### M1 wires

Scale bar: 50 um.
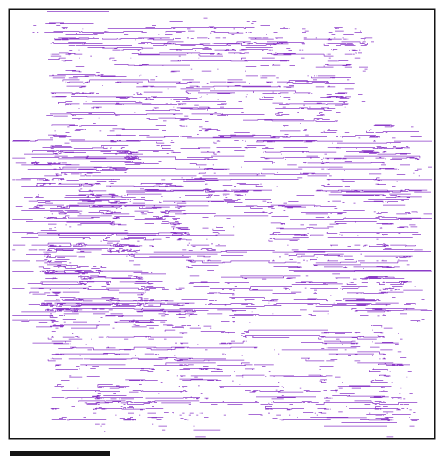
### Metal 2

Scale bar: 50 um.
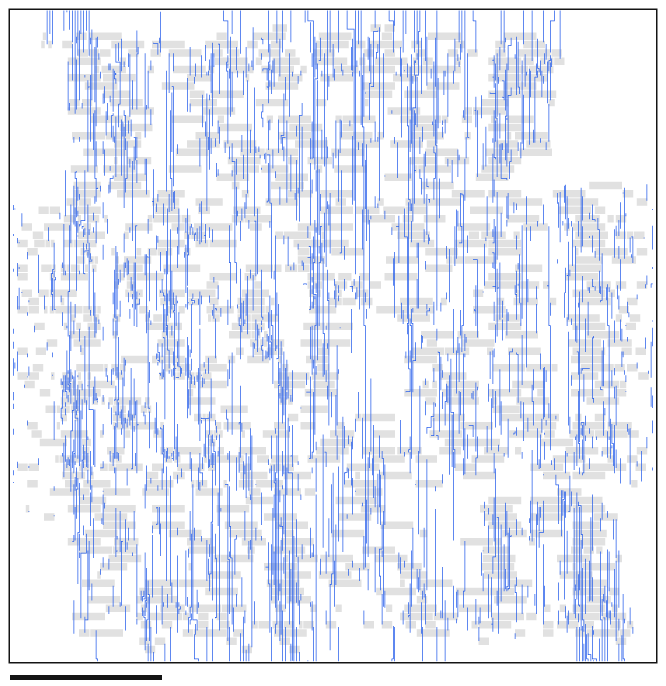
### M3 wires

Scale bar: 50 um.
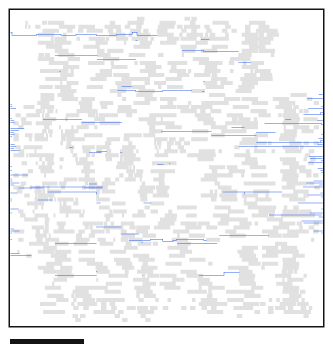
### M4 wires

Scale bar: 50 um.
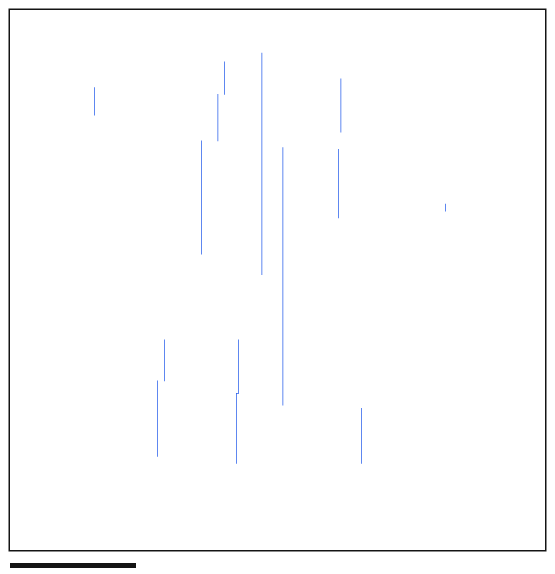
===== config.mk =====
export PLATFORM = sky130hd
export DESIGN_NAME = kgp_fetch_unit
export DESIGN_NICKNAME = d
export VERILOG_FILES = /design/src/rtl/kgp_pkg.sv /design/src/rtl/kgp_fetch_queue.sv /design/src/rtl/kgp_fetch_unit.sv
export SDC_FILE = /design/constraint.sdc
export NUM_CORES = 1
export LEC_CHECK = 0
export CORE_AREA = 2 2 210 212
export DETAILED_ROUTE_END_ITERATION = 12
export DIE_AREA = 0 0 212 214
export GPL_ROUTABILITY_DRIVEN = 0
export PLACE_DENSITY_LB_ADDON = 0.05
export SLEW_MARGIN = 20
export SYNTH_ARGS = -nofsm -noshare
export SYNTH_HDL_FRONTEND = slang
export SYNTH_SLANG_ARGS = --single-unit

===== constraint.sdc =====
create_clock -name clk -period 3.1 [get_ports clk]
set_input_delay 0.31 -clock clk [delete_from_list [all_inputs] [get_ports clk]]
set_output_delay 0.31 -clock clk [all_outputs]
set_load 0.02 [all_outputs]

===== src/rtl/kgp_pkg.sv =====
// Shared KGP-RISC definitions used by the fetch stage and the decode controller.
package kgp_pkg;

    localparam int          INSTR_W   = 32;
    localparam logic [31:0] NOP_INSTR = 32'b0;
    localparam logic [31:0] PC_STEP   = 32'd4;

    // One prefetched instruction together with the address it was fetched from.
    typedef struct packed {
        logic [31:0]        pc;
        logic [INSTR_W-1:0] word;
    } fetch_entry_t;

endpackage


===== src/rtl/kgp_fetch_queue.sv =====
// Prefetch FIFO: push/pop/flush, occupancy count, head read from registered storage.
module kgp_fetch_queue
    import kgp_pkg::*;
#(
    parameter int DEPTH = 4
) (
    input  logic                   clk,
    input  logic                   reset,
    input  logic                   push,
    input  fetch_entry_t           push_data,
    input  logic                   pop,
    input  logic                   flush,
    output fetch_entry_t           head,
    output logic                   head_valid,
    output logic [$clog2(DEPTH):0] count
);
    localparam int AW = $clog2(DEPTH);
    localparam int CW = AW + 1;

    fetch_entry_t  mem [DEPTH];
    logic [AW-1:0] rd_ptr;
    logic [AW-1:0] wr_ptr;

    // Storage needs no reset: entries are only read while count says they are valid.
    always_ff @(posedge clk) begin
        if (push && !flush) mem[wr_ptr] <= push_data;
    end

    // Pointers and occupancy; flush wins over push and pop.
    always_ff @(posedge clk or posedge reset) begin
        if (reset) begin
            rd_ptr <= '0;
            wr_ptr <= '0;
            count  <= '0;
        end else if (flush) begin
            rd_ptr <= '0;
            wr_ptr <= '0;
            count  <= '0;
        end else begin
            if (push) wr_ptr <= wr_ptr + AW'(1);
            if (pop)  rd_ptr <= rd_ptr + AW'(1);
            count <= count + CW'(push) - CW'(pop);
        end
    end

    assign head       = mem[rd_ptr];
    assign head_valid = (count != '0);

endmodule


===== src/rtl/kgp_fetch_unit.sv =====
// KGP-RISC instruction fetch: PC, imem req/ack handshake, redirect/drop, prefetch queue.
module kgp_fetch_unit
    import kgp_pkg::*;
#(
    parameter int          DEPTH    = 4,
    parameter logic [31:0] RESET_PC = 32'h0000_0000
) (
    input  logic               clk,
    input  logic               reset,
    output logic               imem_req,
    output logic [31:0]        imem_addr,
    input  logic               imem_ack,
    input  logic [31:0]        imem_rdata,
    input  logic               stall,
    input  logic               pcsrc,
    input  logic [31:0]        target,
    output logic [INSTR_W-1:0] instr,
    output logic [31:0]        instr_pc,
    output logic               instr_valid
);
    localparam int          CW   = $clog2(DEPTH) + 1;
    localparam logic [CW-1:0] FULL = CW'(DEPTH);

    logic [31:0]   fetch_pc;
    logic [31:0]   req_addr;
    logic          pending;
    logic          drop;
    logic [CW-1:0] count;
    fetch_entry_t  head;
    logic          head_valid;
    logic          done;
    logic          push;
    logic          pop;
    logic          issue;

    assign done  = pending && imem_ack;
    assign push  = done && !drop && !pcsrc;
    assign pop   = head_valid && !stall && !pcsrc;
    // Only one request in flight, so the slot it will fill is reserved by the
    // !pending term; a redirect edge never issues because fetch_pc is changing.
    assign issue = !pending && !pcsrc && (count < FULL);

    // Handshake, PC and drop tracking. req_addr is separate from fetch_pc so the
    // request address stays stable even if a redirect lands while it is pending.
    always_ff @(posedge clk or posedge reset) begin
        if (reset) begin
            fetch_pc <= RESET_PC & ~32'h3;
            req_addr <= RESET_PC & ~32'h3;
            pending  <= 1'b0;
            drop     <= 1'b0;
        end else begin
            if (issue) begin
                pending  <= 1'b1;
                req_addr <= fetch_pc;
            end else if (done) begin
                pending  <= 1'b0;
            end
            if (pcsrc)     fetch_pc <= target & ~32'h3;
            else if (push) fetch_pc <= fetch_pc + PC_STEP;
            if (done)                  drop <= 1'b0;
            else if (pcsrc && pending) drop <= 1'b1;
        end
    end

    kgp_fetch_queue #(.DEPTH(DEPTH)) u_queue (
        .clk        (clk),
        .reset      (reset),
        .push       (push),
        .push_data  ('{pc: req_addr, word: imem_rdata}),
        .pop        (pop),
        .flush      (pcsrc),
        .head       (head),
        .head_valid (head_valid),
        .count      (count)
    );

    assign imem_req    = pending;
    assign imem_addr   = req_addr;
    assign instr_valid = head_valid;
    assign instr       = head_valid ? head.word : NOP_INSTR;
    assign instr_pc    = head_valid ? head.pc   : 32'b0;

endmodule


==> results.txt <==
Figures from the implementation reports.

- The kind of end point of the critical path reads an output port.
- The post-place setup slack reads 0.237 ns.
- The number of multi-input combinational cells in the layout is 348.
- The register area is 9180 um^2.
- The average wire per cell in the routed design reads 20.8 um.
- The placement-stage cell area reads 15300 um^2.
- In this run, power in flip-flops and latches comes to 5.70 mW.
- The run finished with clean final reports.
- The relative area of non-clock buffer cells in the final design is 0.124.
- On the worst path, the slowest cell contributes a delay of 0.65 ns.
- The layout has 4012 filler cells.
- For this run, design rule violations remaining after detail routing come to 0.
- The tree is rooted in a sky130_fd_sc_hd__clkbuf_16.
- The kind of start point of the critical path reads a flop.
- The number of setup violations in the final report is 0.
- The wire length of the first global-routing pass reads 48.2 mm.
- The sum of net half-perimeters after detailed placement reads 19.9 mm.
- Leaving out fill and tap cells, the most frequent cells in the layout are sky130_fd_sc_hd__edfxtp_1 (248), sky130_fd_sc_hd__clkdlybuf4s50_1 (160), sky130_fd_sc_hd__dfrtp_1 (67).
- The core outline area is 42900 um^2.
- Overall routing resource usage recorded by global route was 0.141.
- The combinational gate area is 3390 um^2.
- After detailed routing, the number of vias per cell comes to 4.63.
- The final critical-path setup slack is 0.219 ns.
- The clock transition at the register clock pins on the worst setup and hold paths after CTS is 0.06 ns.
- After layout, the inverter instance count without clock inverters stands at 14.
- Measured on the final layout, the clock distribution area share stands at 0.0716.
- The number of placed cells counting well taps reads 1452.
- The final cell count without fillers is 1523.
- The iteration count of the initial detailed-routing pass is 4.
- The largest delay contributor family on the critical path reads buffers and inverters.
- Per the slew report, the remaining headroom to the max-slew limit stands at 0.594.
- The required time of the critical path is 2.79 ns.
- The final-layout clock buffer total reads 47.
- The width of the die is 212 um.
- The post-route fraction of the period consumed by the critical path reads 0.929.
- The type of the worst min-delay path is in -> async.
- Per the OpenROAD power report, switching power amounts to 4.47 mW.
- Data on the critical path arrives at its endpoint at 2.57 ns.
- The initial utilization of the core area, before any placement, comes to 0.298.
- The standard-cell row count reads 76.
- In this run, power in combinational logic comes to 4.57 mW.
- The setup skew after layout is 0.00970 ns.
- TritonCTS reports the number of clock sinks as 317.
- The mapped cell area reads 12800 um^2.
- The total congestion overflow is 0.
- The deepest level of the CTS H-tree is 2.
- The number of hold buffers added after CTS was 0.
- According to the floorplan report, the die height is 214 um.
- The total cells reported by yosys after synthesis reads 719.
- In this run the critical path is formed by nor3_2 > buf_4 > nor2b_1 > clkdlybuf4s50_1.
- The number of antenna violations at the first check in global routing reads 1.
Notes on 'M1 wires' above:
main direction	horizontal
share of all routed wire	45%
wire length on this layer	14300 um
longest straight run	70.8 um
nets with wire on the layer	898
via count: 7047
met1 usage in global routing: 0.193
overall routed net length: 31.7 mm

Notes on 'Metal 2' above:
wire length on this layer	15600 um
nets with wire on the layer	872
longest straight run	91.8 um
global routing met2 resource utilization: 0.231

Notes on 'M3 wires' above:
share of all routed wire	4.2%
longest straight run	56.4 um
main direction	horizontal
nets with wire on the layer	85
wire length on this layer	1320 um
GR met3 Demand/Resource: 0.0281

Notes on 'M4 wires' above:
main direction	vertical
wire length on this layer	446 um
nets with wire on the layer	7
longest straight run	102 um
share of all routed wire	1.4%

synthesized netlist by cell type (all sizes together):
cell type	count	area, um^2
mux2i	1	10.0
a211o	1	8.76
nand4	8	71.3
o211ai	1	7.51
mux2	30	338
and3b	1	8.76
o311ai	5	43.8
nand2	31	116
and4	4	35.0
o31ai	9	67.6
nor3	8	40.0
a31oi	10	62.6
a21o	1	7.51
nor2b	63	394
and3	6	37.5
o311a	1	10.0
or4	10	75.1
a21oi	4	20.0
buf	15	95.1
nor2	18	67.6
dfrtp	69	1730
nand3	13	65.1
nor4	5	31.3
a221o	1	10.0
nand4b	3	32.5
fa	1	20.0
or2	2	12.5
mux4	62	1400
ha	7	87.6
nor3b	1	7.51
inv	14	52.6
conb	1	3.75
xnor2	14	123
nand3b	1	7.51
or3	3	20.0
xor2	3	26.3
clkbuf	28	105
edfxtp	248	7450
o21ai	16	80.1
worst paths after layout:
kind	startpoint	endpoint	cells past startpoint
hold reg to reg	imem_addr[15]	u_queue.mem[0][47]	0
setup reg to reg	imem_req	fetch_pc[17]	4
setup / recovery	u_queue.count[2]	instr_pc[18]	4
hold / removal	reset	imem_addr[4]	3
max in group asynchronous	reset	u_queue.rd_ptr[1]	3
min in group clk	target[9]	fetch_pc[9]	3
cell families (layout without fill, tap and decap cells):
logic type,count (synthesis),in the layout,share of synthesized area
fa+ha+maj,8,8,0.00843
flops,317,317,0.718
compound gates,49,49,0.0249
xor+xnor,17,17,0.0117
buf+inv,57,273,0.0198
other cells,1,4,0.000294
simple gates,177,177,0.0800
mux,93,93,0.137
routing by layer:
metal	global-route usage	part of all wire
met2	0.231	0.49
met4	0.0347	0.014
met5	0	0.00041
met1	0.193	0.45
met3	0.0281	0.042
timing repair:
action                                  in CTS  in global routing
gates cloned                                 0                  0
endpoints found under the setup margin      59                  4
buffers inserted                             5                  1
No activity file was given, so power comes from the tool's default toggle rates.
